### Track usage over the die

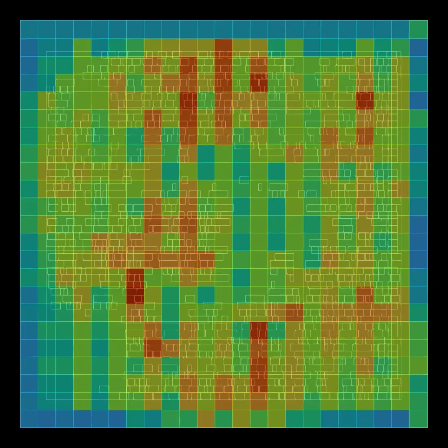
### Wire density map

Scale: 2 px per µm. The die is cut into 32 by 32 equal tiles; white is low, dark blue is high, scaled to the fullest tile. Values are wire area over tile area, all layers added.
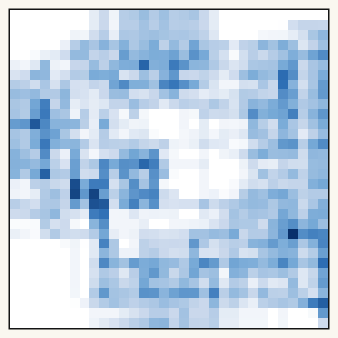
### Gate-type map

Scale: 2 px per µm.
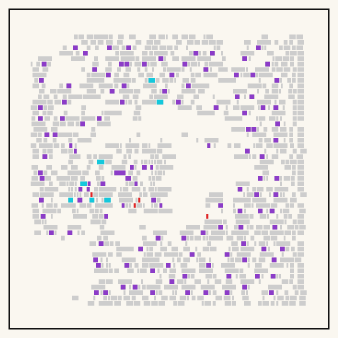
### Clock wires, drivers and flops

Scale: 3 px per µm.
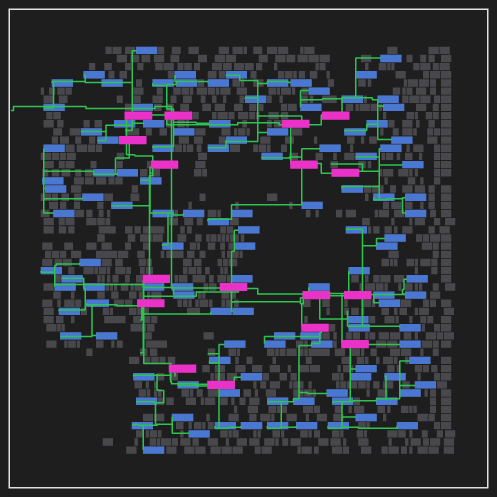
$ cat config.mk
export PLATFORM = sky130hd
export DESIGN_NAME = axi4lite_master_flat
export DESIGN_NICKNAME = d
export VERILOG_FILES = /design/src/rtl/axi4lite_master_pkg.sv /design/src/rtl/axi4lite_master_if.sv /design/src/rtl/axi4lite_master.sv /design/src/flat_wrapper.sv
export SDC_FILE = /design/constraint.sdc
export NUM_CORES = 1
export LEC_CHECK = 0
export ABC_CLOCK_PERIOD_IN_PS = 2600
export CORE_MARGIN = 10
export CORE_UTILIZATION = 30
export CTS_CLUSTER_DIAMETER = 40
export DETAILED_ROUTE_END_ITERATION = 6
export PLACE_DENSITY = 0.67
export SYNTH_ARGS = -nofsm -noshare
export SYNTH_HDL_FRONTEND = slang
export SYNTH_SLANG_ARGS = --single-unit
$ cat constraint.sdc
create_clock -name CLK -period 2.6 [get_ports CLK]
set_clock_uncertainty 0.2 [all_clocks]
set_input_delay 0.26 -clock CLK [delete_from_list [all_inputs] [get_ports CLK]]
set_output_delay 0.26 -clock CLK [all_outputs]
set_load 0.02 [all_outputs]
$ cat src/rtl/axi4lite_master_pkg.sv
// Shared AXI4-Lite widths, response codes and protection default
// used by the on-chip AXI4-Lite initiator.
package axi4lite_master_pkg;

    localparam int AXI_ADDR_WIDTH   = 32;
    localparam int AXI_DATA_WIDTH   = 32;
    localparam int AXI_STROBE_WIDTH = AXI_DATA_WIDTH / 8;
    localparam int AXI_RESP_WIDTH   = 2;
    localparam int AXI_PROT_WIDTH   = 3;

    typedef logic [AXI_RESP_WIDTH-1:0] resp_t;

    localparam resp_t AXI_RESP_OKAY   = 2'b00;
    localparam resp_t AXI_RESP_EXOKAY = 2'b01;
    localparam resp_t AXI_RESP_SLVERR = 2'b10;
    localparam resp_t AXI_RESP_DECERR = 2'b11;

    localparam logic [AXI_PROT_WIDTH-1:0] AXI_PROT_DEFAULT = 3'b000;

endpackage

$ cat src/rtl/axi4lite_master_if.sv
// AXI4-Lite bus bundle with master and slave views.
interface axi4lite_master_if
    import axi4lite_master_pkg::*;
#(
    parameter int ADDR_W = AXI_ADDR_WIDTH,
    parameter int DATA_W = AXI_DATA_WIDTH,
    parameter int STRB_W = DATA_W / 8
) ();

    logic                      awvalid;
    logic                      awready;
    logic [ADDR_W-1:0]         awaddr;
    logic [AXI_PROT_WIDTH-1:0] awprot;
    logic                      wvalid;
    logic                      wready;
    logic [DATA_W-1:0]         wdata;
    logic [STRB_W-1:0]         wstrb;
    logic                      bvalid;
    logic                      bready;
    resp_t                     bresp;
    logic                      arvalid;
    logic                      arready;
    logic [ADDR_W-1:0]         araddr;
    logic [AXI_PROT_WIDTH-1:0] arprot;
    logic                      rvalid;
    logic                      rready;
    logic [DATA_W-1:0]         rdata;
    resp_t                     rresp;

    modport master (
        output awvalid, awaddr, awprot,
        output wvalid, wdata, wstrb,
        output bready,
        output arvalid, araddr, arprot,
        output rready,
        input  awready, wready,
        input  bvalid, bresp,
        input  arready,
        input  rvalid, rdata, rresp
    );

    modport slave (
        input  awvalid, awaddr, awprot,
        input  wvalid, wdata, wstrb,
        input  bready,
        input  arvalid, araddr, arprot,
        input  rready,
        output awready, wready,
        output bvalid, bresp,
        output arready,
        output rvalid, rdata, rresp
    );

endinterface

$ cat src/rtl/axi4lite_master.sv
// Single-outstanding command/response to AXI4-Lite initiator
// with registered bus outputs and a sticky phase watchdog.
module axi4lite_master
    import axi4lite_master_pkg::*;
#(
    parameter int ADDR_W  = AXI_ADDR_WIDTH,
    parameter int DATA_W  = AXI_DATA_WIDTH,
    parameter int STRB_W  = AXI_STROBE_WIDTH,
    parameter int TIMEOUT = 1024
) (
    input  logic              CLK,
    input  logic              RSTn,
    input  logic              cmd_valid,
    output logic              cmd_ready,
    input  logic              cmd_write,
    input  logic [ADDR_W-1:0] cmd_addr,
    input  logic [DATA_W-1:0] cmd_wdata,
    input  logic [STRB_W-1:0] cmd_wstrb,
    output logic              rsp_valid,
    input  logic              rsp_ready,
    output logic              rsp_write,
    output logic [DATA_W-1:0] rsp_rdata,
    output resp_t             rsp_resp,
    output logic              timeout,
    axi4lite_master_if.master m_axi
);

    typedef enum logic [2:0] {
        IDLE, WRITE, WRESP, RADDR, RDATA, RESP
    } state_t;

    state_t            state_q, state_d;
    logic [ADDR_W-1:0] addr_q, addr_d;
    logic [DATA_W-1:0] wdata_q, wdata_d;
    logic [STRB_W-1:0] wstrb_q, wstrb_d;
    logic [DATA_W-1:0] rdata_q, rdata_d;
    resp_t             resp_q, resp_d;
    logic              rwr_q, rwr_d;
    logic              awv_q, awv_d;
    logic              wv_q, wv_d;
    logic              arv_q, arv_d;

    always_ff @(posedge CLK) begin
        if (!RSTn) begin
            state_q <= IDLE;
            addr_q  <= '0;
            wdata_q <= '0;
            wstrb_q <= '0;
            rdata_q <= '0;
            resp_q  <= '0;
            rwr_q   <= 1'b0;
            awv_q   <= 1'b0;
            wv_q    <= 1'b0;
            arv_q   <= 1'b0;
        end else begin
            state_q <= state_d;
            addr_q  <= addr_d;
            wdata_q <= wdata_d;
            wstrb_q <= wstrb_d;
            rdata_q <= rdata_d;
            resp_q  <= resp_d;
            rwr_q   <= rwr_d;
            awv_q   <= awv_d;
            wv_q    <= wv_d;
            arv_q   <= arv_d;
        end
    end

    always_comb begin
        state_d = state_q;
        addr_d  = addr_q;
        wdata_d = wdata_q;
        wstrb_d = wstrb_q;
        rdata_d = rdata_q;
        resp_d  = resp_q;
        rwr_d   = rwr_q;
        awv_d   = awv_q;
        wv_d    = wv_q;
        arv_d   = arv_q;
        unique case (state_q)
            IDLE: begin
                if (cmd_valid) begin
                    addr_d  = cmd_addr;
                    wdata_d = cmd_wdata;
                    wstrb_d = cmd_wstrb;
                    if (cmd_write) begin
                        awv_d   = 1'b1;
                        wv_d    = 1'b1;
                        state_d = WRITE;
                    end else begin
                        arv_d   = 1'b1;
                        state_d = RADDR;
                    end
                end
            end
            // AW and W complete independently, in either order
            WRITE: begin
                if (awv_q && m_axi.awready) awv_d = 1'b0;
                if (wv_q && m_axi.wready)   wv_d  = 1'b0;
                if (!awv_d && !wv_d)        state_d = WRESP;
            end
            WRESP: begin
                if (m_axi.bvalid) begin
                    resp_d  = m_axi.bresp;
                    rdata_d = '0;
                    rwr_d   = 1'b1;
                    state_d = RESP;
                end
            end
            RADDR: begin
                if (m_axi.arready) begin
                    arv_d   = 1'b0;
                    state_d = RDATA;
                end
            end
            RDATA: begin
                if (m_axi.rvalid) begin
                    rdata_d = m_axi.rdata;
                    resp_d  = m_axi.rresp;
                    rwr_d   = 1'b0;
                    state_d = RESP;
                end
            end
            RESP: begin
                if (rsp_ready) state_d = IDLE;
            end
            default: state_d = IDLE;
        endcase
    end

    assign cmd_ready = (state_q == IDLE);
    assign rsp_valid = (state_q == RESP);
    assign rsp_write = rsp_valid & rwr_q;
    assign rsp_rdata = rsp_valid ? rdata_q : '0;
    assign rsp_resp  = rsp_valid ? resp_q : '0;

    assign m_axi.awvalid = awv_q;
    assign m_axi.awaddr  = awv_q ? addr_q : '0;
    assign m_axi.awprot  = AXI_PROT_DEFAULT;
    assign m_axi.wvalid  = wv_q;
    assign m_axi.wdata   = wv_q ? wdata_q : '0;
    assign m_axi.wstrb   = wv_q ? wstrb_q : '0;
    assign m_axi.bready  = (state_q == WRESP);
    assign m_axi.arvalid = arv_q;
    assign m_axi.araddr  = arv_q ? addr_q : '0;
    assign m_axi.arprot  = AXI_PROT_DEFAULT;
    assign m_axi.rready  = (state_q == RDATA);

    // Watchdog: counts cycles spent in one waiting state, saturating
    localparam int CW = (TIMEOUT > 1) ? $clog2(TIMEOUT + 1) : 1;
    localparam logic [CW-1:0] WD_LIM = CW'(TIMEOUT);

    logic [CW-1:0] wd_cnt;
    logic          waiting;
    logic          timeout_q;

    assign waiting = state_q inside {WRITE, WRESP, RADDR, RDATA};

    always_ff @(posedge CLK) begin
        if (!RSTn) begin
            wd_cnt    <= '0;
            timeout_q <= 1'b0;
        end else if (state_d != state_q) begin
            wd_cnt <= '0;
        end else if (waiting && wd_cnt != WD_LIM) begin
            wd_cnt <= wd_cnt + 1'b1;
            if (TIMEOUT != 0 && (wd_cnt + 1'b1) == WD_LIM)
                timeout_q <= 1'b1;
        end
    end

    assign timeout = timeout_q;

endmodule

$ cat src/flat_wrapper.sv
// flat-port wrapper written by rule: the top's interface ports become plain ports
module axi4lite_master_flat import axi4lite_master_pkg::*;
#(
    parameter int ADDR_W  = AXI_ADDR_WIDTH,
    parameter int DATA_W  = AXI_DATA_WIDTH,
    parameter int STRB_W  = AXI_STROBE_WIDTH,
    parameter int TIMEOUT = 1024
)
  (CLK, RSTn, cmd_valid, cmd_ready, cmd_write, cmd_addr, cmd_wdata, cmd_wstrb, rsp_valid, rsp_ready, rsp_write, rsp_rdata, rsp_resp, timeout, m_axi_awvalid, m_axi_awaddr, m_axi_awprot, m_axi_wvalid, m_axi_wdata, m_axi_wstrb, m_axi_bready, m_axi_arvalid, m_axi_araddr, m_axi_arprot, m_axi_rready, m_axi_awready, m_axi_wready, m_axi_bvalid, m_axi_bresp, m_axi_arready, m_axi_rvalid, m_axi_rdata, m_axi_rresp);
  axi4lite_master_if #(.ADDR_W(ADDR_W), .DATA_W(DATA_W), .STRB_W(STRB_W)) m_axi_i ();
  input  logic CLK;
  input  logic RSTn;
  input  logic cmd_valid;
  output logic cmd_ready;
  input  logic cmd_write;
  input  logic [ADDR_W-1:0] cmd_addr;
  input  logic [DATA_W-1:0] cmd_wdata;
  input  logic [STRB_W-1:0] cmd_wstrb;
  output logic rsp_valid;
  input  logic rsp_ready;
  output logic rsp_write;
  output logic [DATA_W-1:0] rsp_rdata;
  output resp_t rsp_resp;
  output logic timeout;
  output wire logic [$bits(m_axi_i.awvalid)-1:0] m_axi_awvalid;
  output wire logic [$bits(m_axi_i.awaddr)-1:0] m_axi_awaddr;
  output wire logic [$bits(m_axi_i.awprot)-1:0] m_axi_awprot;
  output wire logic [$bits(m_axi_i.wvalid)-1:0] m_axi_wvalid;
  output wire logic [$bits(m_axi_i.wdata)-1:0] m_axi_wdata;
  output wire logic [$bits(m_axi_i.wstrb)-1:0] m_axi_wstrb;
  output wire logic [$bits(m_axi_i.bready)-1:0] m_axi_bready;
  output wire logic [$bits(m_axi_i.arvalid)-1:0] m_axi_arvalid;
  output wire logic [$bits(m_axi_i.araddr)-1:0] m_axi_araddr;
  output wire logic [$bits(m_axi_i.arprot)-1:0] m_axi_arprot;
  output wire logic [$bits(m_axi_i.rready)-1:0] m_axi_rready;
  input wire logic [$bits(m_axi_i.awready)-1:0] m_axi_awready;
  input wire logic [$bits(m_axi_i.wready)-1:0] m_axi_wready;
  input wire logic [$bits(m_axi_i.bvalid)-1:0] m_axi_bvalid;
  input wire logic [$bits(m_axi_i.bresp)-1:0] m_axi_bresp;
  input wire logic [$bits(m_axi_i.arready)-1:0] m_axi_arready;
  input wire logic [$bits(m_axi_i.rvalid)-1:0] m_axi_rvalid;
  input wire logic [$bits(m_axi_i.rdata)-1:0] m_axi_rdata;
  input wire logic [$bits(m_axi_i.rresp)-1:0] m_axi_rresp;
  assign m_axi_awvalid = m_axi_i.awvalid;
  assign m_axi_awaddr = m_axi_i.awaddr;
  assign m_axi_awprot = m_axi_i.awprot;
  assign m_axi_wvalid = m_axi_i.wvalid;
  assign m_axi_wdata = m_axi_i.wdata;
  assign m_axi_wstrb = m_axi_i.wstrb;
  assign m_axi_bready = m_axi_i.bready;
  assign m_axi_arvalid = m_axi_i.arvalid;
  assign m_axi_araddr = m_axi_i.araddr;
  assign m_axi_arprot = m_axi_i.arprot;
  assign m_axi_rready = m_axi_i.rready;
  assign m_axi_i.awready = m_axi_awready;
  assign m_axi_i.wready = m_axi_wready;
  assign m_axi_i.bvalid = m_axi_bvalid;
  assign m_axi_i.bresp = m_axi_bresp;
  assign m_axi_i.arready = m_axi_arready;
  assign m_axi_i.rvalid = m_axi_rvalid;
  assign m_axi_i.rdata = m_axi_rdata;
  assign m_axi_i.rresp = m_axi_rresp;
  axi4lite_master #(.ADDR_W(ADDR_W), .DATA_W(DATA_W), .STRB_W(STRB_W), .TIMEOUT(TIMEOUT)) u_core (.CLK(CLK), .RSTn(RSTn), .cmd_valid(cmd_valid), .cmd_ready(cmd_ready), .cmd_write(cmd_write), .cmd_addr(cmd_addr), .cmd_wdata(cmd_wdata), .cmd_wstrb(cmd_wstrb), .rsp_valid(rsp_valid), .rsp_ready(rsp_ready), .rsp_write(rsp_write), .rsp_rdata(rsp_rdata), .rsp_resp(rsp_resp), .timeout(timeout), .m_axi(m_axi_i));
endmodule
==> flow_metrics.tcl <==
# yosys + openroad results
set metrics [dict create \
    ys_warn_count 0 \
    ys.flops 121 \
    critPathMaxFanout 13 \
    final_layout_top_logic_cells "218 x clkdlybuf4s50_1, 166 x nand2_1, 137 x and2_1" \
    grt_pass1_vias 5203 \
    crit_path_cell_trace "buf_4, nor3b_1, a21boi_0, or4_1, a2111o_1, o41ai_2" \
    crit_buf_inv 1 \
    fp-row-count 50 \
    chipArea_mm2 0.02527 \
    clock_area_share_pct 5.977 \
    grt.overflow.total 0 \
    synthesis.area_mm2 0.005793 \
    crit_slowest_cell "or4_1" \
    total_power_mw 5.414 \
    slew_headroom_pct 47.83 \
    maxSlewViolCount 0 \
    cp.arrival_ps 2640 \
    p_per_area_mw_per_mm2 587.9 \
    post_cts_buffers 0 \
    antennaDiodeCount 1 \
    dp_slack_ps -80.31 \
    yosysChipArea_mm2 0.005793 \
    seq_area_share_pct 26.31 \
    final_nets 1085 \
    drt-initial-drc-count 236 \
    hp-class "primary input to flop" \
    r2r-end "u_core.timeout" \
    floorplan.core_util_pct 30.76 \
    comb_area_mm2 0.003132 \
    seq_cells 121 \
    clockBufferDepth 2 \
    status "finished, final reports clean" \
    r2r_start "u_core.state_q[1]" \
    drive_above_1_share_pct 6.721 \
    die_h_um 159.0 \
    ys_seq_share_pct 41.81 \
    r2r_slack_ps 80 \
    warning_count 30 \
    cp-endpoint "u_core.timeout" \
    final-setup-viol-count 0 \
    htreeDepth 4 \
    ant_nets 0 \
    grt_pass1_wl_um 31070 \
]
Notes on 'Track usage over the die' above:
GR peak layer: met2
met3 Track Usage GR: 6.274%
GRT Resource Usage Total: 15.18%
final core occ: 48.91%

Notes on 'Wire density map' above:
The emptiest ninth of the die: lower left. The densest ninth of the die: middle left. The fullest tile reaches 0.46.
WL final: 20010 µm
via count: 5551
WL/cell: 16.09 µm

Notes on 'Gate-type map' above:
Key: red = inverters [cells 4, most used inv_1, where center]; purple = inverting AOI/OAI gates [cells 120, most used a21boi_0, where spread over the die]; cyan = AND-OR and OR-AND gates [cells 7, most used o211a_1]
fraction of area in multi-input gates: 34.00%
non-filler cells in the finished layout: 1243
Commonest Layout Cell: clkdlybuf4s50_1

Notes on 'Clock wires, drivers and flops' above:
Key: green = clock wires [length 1900 µm]; magenta = clock drivers [count 17]; blue = flip-flops [count 121]
There are 18 routed clock nets.
Clock Power Share: 40.5%
Clock Latency Late Sink: 420 ps
Clock net power: 2.19 mW

[cell families after synthesis]
logic type / count (synthesis) / share of synthesized area (%)
AND-OR/OR-AND: 127 / 16.41
XOR/XNOR: 10 / 1.512
adder cells (fa/ha/maj): 2 / 0.4319
buffers and inverters: 65 / 4.773
flip-flops: 121 / 41.81
multiplexers: 3 / 0.5184
other: 1 / 0.06473
AND/OR/NAND/NOR: 396 / 34.47
[metal layers]
| layer | share of wire, % | vias up | GRT usage (%) |
|---|---|---|---|
| met5 | 0 | - | 0 |
| met4 | 0.61 | 0 | 3.412 |
| met3 | 7.5 | 8 | 6.274 |
| met2 | 45 | 180 | 23.71 |
| met1 | 47 | 2519 | 19.09 |
| li1 | - | 2844 | - |
[power breakdown]
part,internal [mW],switching (mW)
registers,2.00,0.0857
clock network,1.27,0.924
logic,0.514,0.617
total,3.79,1.63
[cell usage after synthesis]
| cell type | number | area (µm²) |
|---|---|---|
| nor2_1 | 24 | 90.09 |
| buf_1 | 3 | 11.26 |
| a21boi_0 | 82 | 615.6 |
| nand2b_1 | 3 | 18.77 |
| or3_1 | 3 | 18.77 |
| nor3_1 | 5 | 25.02 |
| buf_4 | 7 | 52.55 |
| nand3_1 | 20 | 100.1 |
| nor3b_1 | 3 | 22.52 |
| nand2_1 | 167 | 626.9 |
| and4bb_4 | 1 | 16.27 |
| a22oi_1 | 21 | 157.7 |
| clkbuf_1 | 46 | 172.7 |
| ha_1 | 2 | 25.02 |
| o21a_1 | 2 | 15.01 |
| o41ai_2 | 1 | 16.27 |
| xor2_1 | 8 | 70.07 |
| nand4_1 | 3 | 18.77 |
| inv_1 | 4 | 15.01 |
| or4_1 | 2 | 15.01 |
| and2_1 | 137 | 857.1 |
| a2111o_1 | 1 | 11.26 |
| o31ai_1 | 2 | 15.01 |
| nor4bb_1 | 2 | 20.02 |
| nor4b_1 | 1 | 8.760 |
| a31oi_1 | 3 | 18.77 |
| nand3b_1 | 2 | 15.01 |
| o211a_1 | 3 | 30.03 |
| dfxtp_1 | 121 | 2422 |
| mux2i_1 | 3 | 30.03 |
| a21oi_1 | 7 | 35.03 |
| conb_1 | 1 | 3.750 |
| or2_1 | 1 | 6.260 |
| o21ai_0 | 2 | 10.01 |
| a311o_1 | 1 | 10.01 |
| o2111ai_1 | 1 | 8.760 |
| buf_2 | 5 | 25.02 |
| xnor2_1 | 2 | 17.52 |
| nor4_1 | 1 | 6.260 |
| a211oi_1 | 1 | 7.510 |
| nor2b_1 | 21 | 131.4 |
[metrics by stage]
step	instance area, µm²	TNS [ps]
final	9210	0
after global routing	9208	0
after CTS	9208	0
after detailed placement	8697	-335.8
after global placement	8697	-53.44
after floorplan	5812	0
[flip-flops by register name (all words and copies together), names as in the netlist]
name                  cells
u_core.wd_cnt            11
u_core.wdata_q           32
u_core.timeout            1
u_core.wstrb_q            4
u_core.m_axi.awvalid      1
u_core.rdata_q           32
u_core.resp_q             2
u_core.state_q            3
u_core.addr_q            32
u_core.m_axi.arvalid      1
u_core.rwr_q              1
u_core.m_axi.wvalid       1
Power is estimated from default activity; no workload was simulated.
